<file path="src/rtl/ram_scan_ctrl_pkg.sv">
// ============================================================================
// Module : ram_scan_ctrl_pkg
// Brief  : Shared scan-mode encoding and default sizing for the RAM scanner.
// Rev    : 1.0
// ============================================================================
`default_nettype none

package ram_scan_ctrl_pkg;

    typedef enum logic [1:0] {
        AUTO  = 2'b00,
        PAUSE = 2'b01,
        STEP  = 2'b10,
        SWEEP = 2'b11
    } scan_mode_t;

    localparam int C_DATA_W_DEFAULT      = 3;
    localparam int C_ADDR_W_DEFAULT      = 5;
    localparam int C_TICK_CYCLES_DEFAULT = 50000000;

endpackage

`default_nettype wire

</file>
<file path="src/rtl/ram_scan_ctrl_tick.sv">
// ============================================================================
// Module : tick_div
// Brief  : Free-running divider producing a one-cycle tick every TICK_CYCLES.
// Rev    : 1.0
// ============================================================================
`default_nettype none

module tick_div
    import ram_scan_ctrl_pkg::*;
#(
    parameter int TICK_CYCLES = C_TICK_CYCLES_DEFAULT
) (
    input  logic CLOCK_50,
    input  logic Reset_n,
    input  logic En,
    input  logic Restart,
    output logic Tick
);

    localparam int              CW     = $clog2(TICK_CYCLES);
    localparam logic [CW-1:0]   C_LAST = CW'(TICK_CYCLES - 1);

    logic [CW-1:0] r_cnt;
    logic          w_at_last;

    assign w_at_last = (r_cnt == C_LAST);
    // A restart cycle never emits a tick, so a Clear always wins over an advance
    assign Tick      = En & ~Restart & w_at_last;

    always_ff @(posedge CLOCK_50 or negedge Reset_n) begin
        if (!Reset_n) begin
            r_cnt <= '0;
        end else if (Restart || !En || w_at_last) begin
            r_cnt <= '0;
        end else begin
            r_cnt <= r_cnt + 1'b1;
        end
    end

endmodule

`default_nettype wire

</file>
<file path="src/rtl/ram_scan_ctrl.sv">
// ============================================================================
// Module : ram_scan_ctrl
// Brief  : Dual-port RAM with a mode-controlled scanning read address.
// Rev    : 1.0
// ============================================================================
`default_nettype none

module ram_scan_ctrl
    import ram_scan_ctrl_pkg::*;
#(
    parameter int DATA_W      = C_DATA_W_DEFAULT,
    parameter int ADDR_W      = C_ADDR_W_DEFAULT,
    parameter int TICK_CYCLES = C_TICK_CYCLES_DEFAULT
) (
    input  logic              CLOCK_50,
    input  logic              Reset_n,
    input  logic              WrEn,
    input  logic [ADDR_W-1:0] WrAddr,
    input  logic [DATA_W-1:0] WrData,
    input  logic [1:0]        Mode,
    input  logic              Step,
    input  logic              Clear,
    output logic [ADDR_W-1:0] RdAddr,
    output logic [DATA_W-1:0] RdData,
    output logic              RdValid,
    output logic              Done
);

    localparam int                DEPTH       = 2 ** ADDR_W;
    localparam logic [ADDR_W-1:0] C_ADDR_LAST = '1;

    logic [DATA_W-1:0] r_mem [DEPTH];

    scan_mode_t        w_mode;
    scan_mode_t        r_mode;
    logic              r_step_q;
    logic              r_step_qq;
    logic              r_addr_chg;

    logic              w_mode_chg;
    logic              w_tick_en;
    logic              w_tick_restart;
    logic              w_tick;
    logic              w_step_rise;
    logic              w_adv;
    logic              w_chg;
    logic [ADDR_W-1:0] w_addr_nxt;
    logic              w_done_nxt;

    assign w_mode         = scan_mode_t'(Mode);
    assign w_mode_chg     = (w_mode != r_mode);
    assign w_tick_en      = (w_mode == AUTO) || (w_mode == SWEEP);
    assign w_tick_restart = Clear | w_mode_chg;
    assign w_step_rise    = r_step_q & ~r_step_qq;

    tick_div #(
        .TICK_CYCLES (TICK_CYCLES)
    ) u_tick_div (
        .CLOCK_50 (CLOCK_50),
        .Reset_n  (Reset_n),
        .En       (w_tick_en),
        .Restart  (w_tick_restart),
        .Tick     (w_tick)
    );

    always_comb begin
        w_adv      = 1'b0;
        w_addr_nxt = RdAddr;
        w_done_nxt = Done & (w_mode == SWEEP);
        case (w_mode)
            AUTO:    w_adv = w_tick;
            STEP:    w_adv = w_step_rise;
            SWEEP:   w_adv = w_tick & ~Done;
            default: w_adv = 1'b0;
        endcase
        if (Clear) begin
            w_addr_nxt = '0;
            w_done_nxt = 1'b0;
        end else if (w_adv) begin
            if ((w_mode == SWEEP) && (RdAddr == C_ADDR_LAST)) begin
                w_done_nxt = 1'b1;
            end else begin
                w_addr_nxt = RdAddr + 1'b1;
            end
        end
        w_chg = (w_addr_nxt != RdAddr);
    end

    // Array carries no reset so it can map onto block RAM
    always_ff @(posedge CLOCK_50) begin
        if (WrEn) begin
            r_mem[WrAddr] <= WrData;
        end
    end

    always_ff @(posedge CLOCK_50 or negedge Reset_n) begin
        if (!Reset_n) begin
            RdAddr     <= '0;
            RdData     <= '0;
            RdValid    <= 1'b0;
            Done       <= 1'b0;
            r_mode     <= AUTO;
            r_step_q   <= 1'b0;
            r_step_qq  <= 1'b0;
            r_addr_chg <= 1'b0;
        end else begin
            RdAddr     <= w_addr_nxt;
            RdData     <= (WrEn && (WrAddr == RdAddr)) ? WrData : r_mem[RdAddr];
            // Valid lines up with the first cycle RdData shows the new address
            RdValid    <= r_addr_chg;
            r_addr_chg <= w_chg;
            Done       <= w_done_nxt;
            r_mode     <= w_mode;
            r_step_q   <= Step;
            r_step_qq  <= r_step_q;
        end
    end

endmodule

`default_nettype wire

</file>
<file path="config.mk">
export PLATFORM = sky130hd
export DESIGN_NAME = ram_scan_ctrl
export DESIGN_NICKNAME = d
export VERILOG_FILES = /design/src/rtl/ram_scan_ctrl_pkg.sv /design/src/rtl/ram_scan_ctrl_tick.sv /design/src/rtl/ram_scan_ctrl.sv
export SDC_FILE = /design/constraint.sdc
export NUM_CORES = 1
export LEC_CHECK = 0
export CAP_MARGIN = 0
export CORE_MARGIN = 2
export CORE_UTILIZATION = 35
export CTS_CLUSTER_SIZE = 10
export DETAILED_ROUTE_END_ITERATION = 10
export SYNTH_ARGS = -nofsm -noshare
export SYNTH_HDL_FRONTEND = slang
export SYNTH_HIERARCHICAL = 1
export SYNTH_SLANG_ARGS = --single-unit
</file>
<file path="constraint.sdc">
create_clock -name CLOCK_50 -period 7 [get_ports CLOCK_50]
set_input_delay 0.7 -clock CLOCK_50 [delete_from_list [all_inputs] [get_ports CLOCK_50]]
set_output_delay 0.7 -clock CLOCK_50 [all_outputs]
set_load 0.02 [all_outputs]
</file>
m1.png
Scale bar: 50 um. Supply wires on this layer in gray.
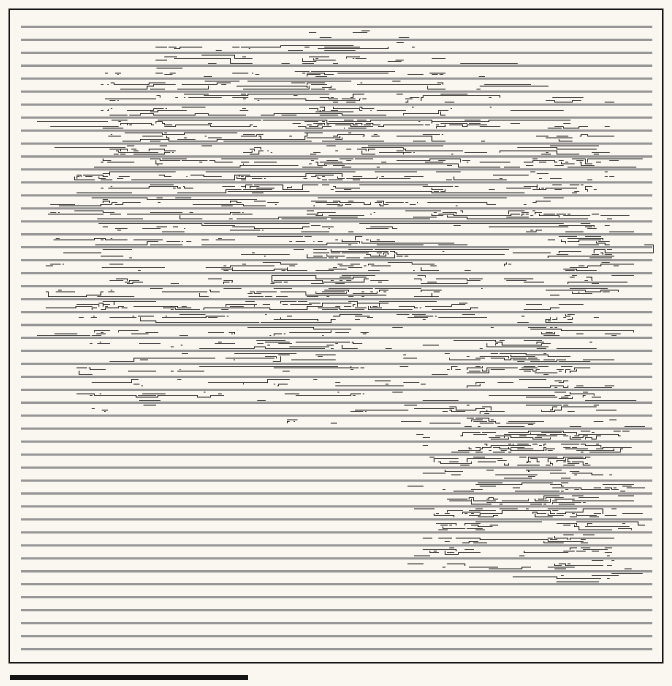
The wires run mostly horizontal. 451 nets have wire on it. The layer holds 44% of the routed length.

m2.png
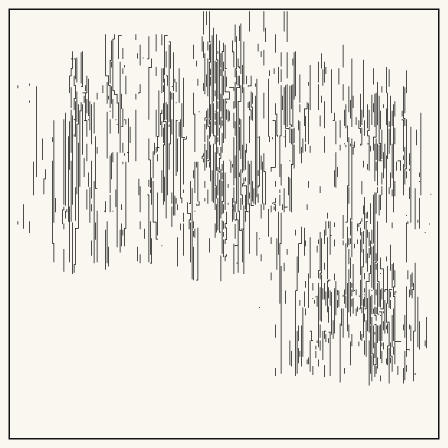
The wires run mostly vertical. 421 nets have wire on it. The layer carries 6240 um of wire.

m3.png
Scale bar: 50 um. Cells faint in the background.
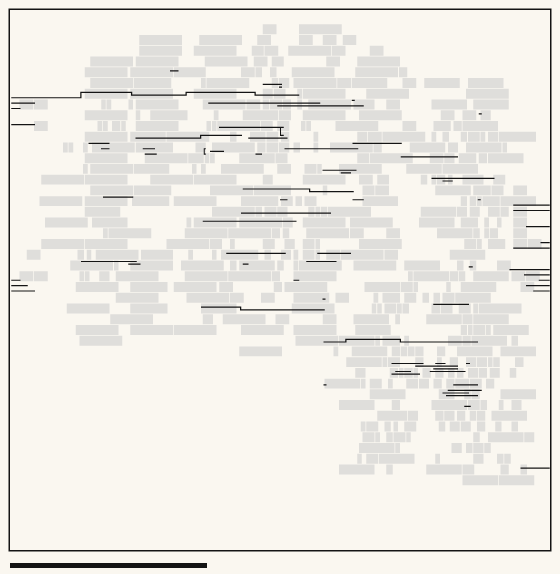
The layer holds 5.3% of the routed length. The longest straight run is 28.1 um. The wires run mostly horizontal. 53 nets have wire on it.

==> reports/results.tsv <==
stage	metric	value	unit
sta	final hold slack	379	ps
final_layout	dominant logic cell type in the layout	edfxtp_1	
global_routing	initial antenna violation count	0	
floorplanning	chip footprint	18700	um2
logic_synthesis	post-synthesis cell count	444	
final_layout	Layout Nets	490	
route	final WL	12.7	mm
sta	fin worst setup slack	4070	ps
setup_path	most frequent CP cell	nor2_1	
floorplanning	core area	17300	um2
power_and_ir_drop	switching pwr	0.368	mW
logic_synthesis	Adder Area Share	1.62	%
route	DRC Markers	0	
route	Via-to-Cell Ratio	5.41	
route	remaining antenna violation count	0	
power_and_ir_drop	Pint	1.42	mW
logic_synthesis	flip-flops with a built-in enable	96	
cts	buffer count from post-CTS setup fixing	0	
floorplanning	FP Rows	48	
run	OpenROAD warning count	30	
outcome	outcome	complete, no violations	
logic_synthesis	Post-Syn Nets	467	
power_and_ir_drop	combinational share of power	3.5	%
final_layout	most common logic cells in the final layout	96 x edfxtp_1, 57 x nor2_1, 40 x dfrtp_1, 24 x mux2i_1, 23 x clkdlybuf4s50_1	
logic_synthesis	dominant register cell	edfxtp_1	
sta	fin crit period	2930	ps
logic_synthesis	top cells by area, synth	edfxtp_1 47%, dfrtp_1 17%, mux4_1 4.3%, mux2i_1 3.9%, nor2_1 3.5%	
power_and_ir_drop	Reg power frac	49.5	%
cts	Post-CTS Hold Fix Bufs	0	
logic_synthesis	simple-gate share of the synthesized area	13.1	%
setup_path	worst setup path category	register to register	
sta	final max-slew violation count	0	
power_and_ir_drop	Clk pwr share	47.0	%
floorplanning	Die H	137	um
setup_path	CP Capture Type	register	
logic_synthesis	Synth flops	137	
floorplanning	Initial Utilization	35.7	%
cts	post-CTS sizing	0	
power_and_ir_drop	Leakage	2.32	nW
route	DRT iter0 DRCs	312	
sta	final setup fails	0	
logic_synthesis	Mapped Area	6170	um2
sta	clock skew	4.96	ps
logic_synthesis	Synth Area in XOR/XNOR	3.12	%
cts	TritonCTS Buffers	17	
sta	relative slew slack	20.2	%
route	total number of vias	3807	
cts	CTS H-tree lvls	4	
logic_synthesis	Synth Seq Share	63.3	%
global_routing	first-pass GRT wire length	20.4	mm
setup_path	crit-path max FO	8	
global_routing	largest net degree at the start of global routing	44	
route	drt pass-1 iters	5	
setup_path	Largest stage delay, worst path	680	ps
setup_path	setup slack, reg-to-reg	4070	ps
place	HPWL Detailed	8.18	mm
sta	RSZ-0062 raised after global routing	false	
global_routing	Remaining Overflow, GRT	0	
sta	Worst Tran Pin Value	1190	ps
setup_path	WP data required	7280	ps
setup_path	Critical Path AT	3210	ps
place	Port Buffers	24	
place	pre-CTS setup slack	3780	ps
logic_synthesis	multiplexer share of the synthesized area	9.24	%
cts	Reg clk slew, reported paths	60	ps
setup_path	CP Launch Type	register	
floorplanning	die span in x	137	um
logic_synthesis	ys cells	444	
m4.png
Supply wires on this layer in gray.
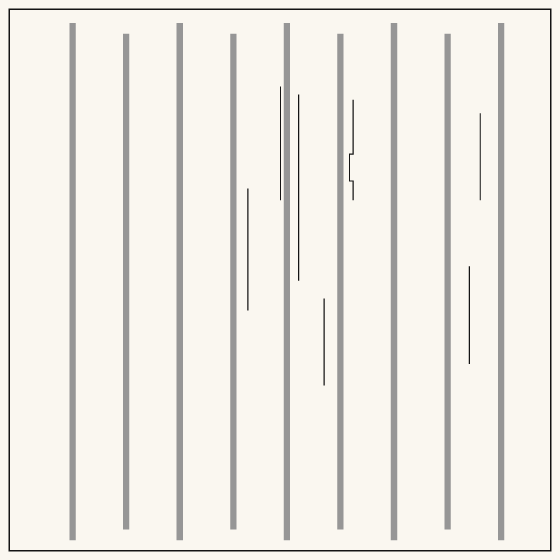
The wires run mostly vertical. The longest straight run is 46.9 um.

clock_nets.png
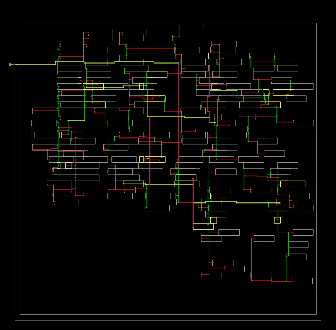
CLK BUF: 18
clk ins delay skew pair: 410 ps
flop count: 137

## kinds of logic after synthesis
family | count (synthesis)
AND-OR/OR-AND | 60
XOR/XNOR | 22
multiplexers | 38
adder cells (fa/ha/maj) | 8
flip-flops | 137
buffers and inverters | 29
AND/OR/NAND/NOR | 150
## cell usage after synthesis (all sizes together) (2+ instances only)
cell type and number:
edfxtp 96, nor2 57, dfrtp 41, mux2i 24
a21oi 16, o21ai 14, nand3 13, mux4 12
nand2 12, xnor2 12, buf 11, clkbuf 10
nand4 10, xor2 10, nand3b 9, ha 8
inv 8, or4 8, a221oi 7, nor4 7
or3 7, nor3 5, o31ai 5, and3 4
and4 4, a31o 3, and2 3, o221ai 3
or3b 3, a211oi 2, a22o 2, a31oi 2
mux2 2, nor3b 2, o22ai 2, or2 2
## area by class of cell
cell class,instances,area (um2)
fill,1577,10200
timing repair buffer,25,243
multi-input combinational,278,2080
clock buffer,18,429
clock inverter,13,131
tap,225,282
inverter,8,30.0
sequential,137,3910
## flip-flops by register name, indices dropped and copies added (netlist names)
signal and flops:
r_mode 2, u_tick_div/r_cnt 26, RdData 3, RdAddr 5, r_step_qq 1, r_step_q 1
Done 1, r_mem 96, RdValid 1, r_addr_chg 1
## worst reg2reg max path, stage by stage, from the launching register on
cell,delay (ps)
dfrtp_1,440
or4b_2,680
nor3_1,350
nand3_1,130
nor2_1,100
o21ai_1,100
a221oi_2,610
mux2i_1,310
nor2_1,90
## worst paths after layout
kind                                      start                    to  cells past startpoint
setup / recovery           u_tick_div/r_cnt[18]             RdAddr[4]                      8
hold / removal                       r_addr_chg               RdValid                      0
setup reg to reg           u_tick_div/r_cnt[18]             RdAddr[4]                      8
hold reg to reg                      r_addr_chg               RdValid                      0
max in group asynchronous               Reset_n             RdAddr[0]                      1
min in group asynchronous               Reset_n  u_tick_div/r_cnt[23]                      1
## per-layer routing
metal  vias to the layer above  track usage [%]  wire, um
met4                         0             5.33       201
met2                       122             23.4      6240
met5                         -                0         0
met1                      1900             19.0      5630
li1                       1766                -         -
met3                        19             3.81       670
## stage by stage
step           utilization [%]  cell area [um2]  power, mW  instances
2_1_floorplan                -             6170      0.931        444
4_1_cts                   41.1             7110       1.81        704
6_report                  41.1             7110       1.79        704
3_3_place_gp              37.9             6550      0.962        673
3_5_place_dp              37.9             6550      0.964        673
5_1_grt                   41.1             7110       1.85        704
## power by group through the flow
stage          logic, mW  registers (mW)  clock network (mW)
6_report          0.0634           0.884               0.840
5_1_grt           0.0696           0.885               0.892
4_1_cts           0.0643           0.884               0.858
3_5_place_dp      0.0643           0.900                   0
3_3_place_gp      0.0626           0.900                   0
2_1_floorplan     0.0315           0.900                   0
Power figures rest on the tool's default switching activity, not on a simulated workload.
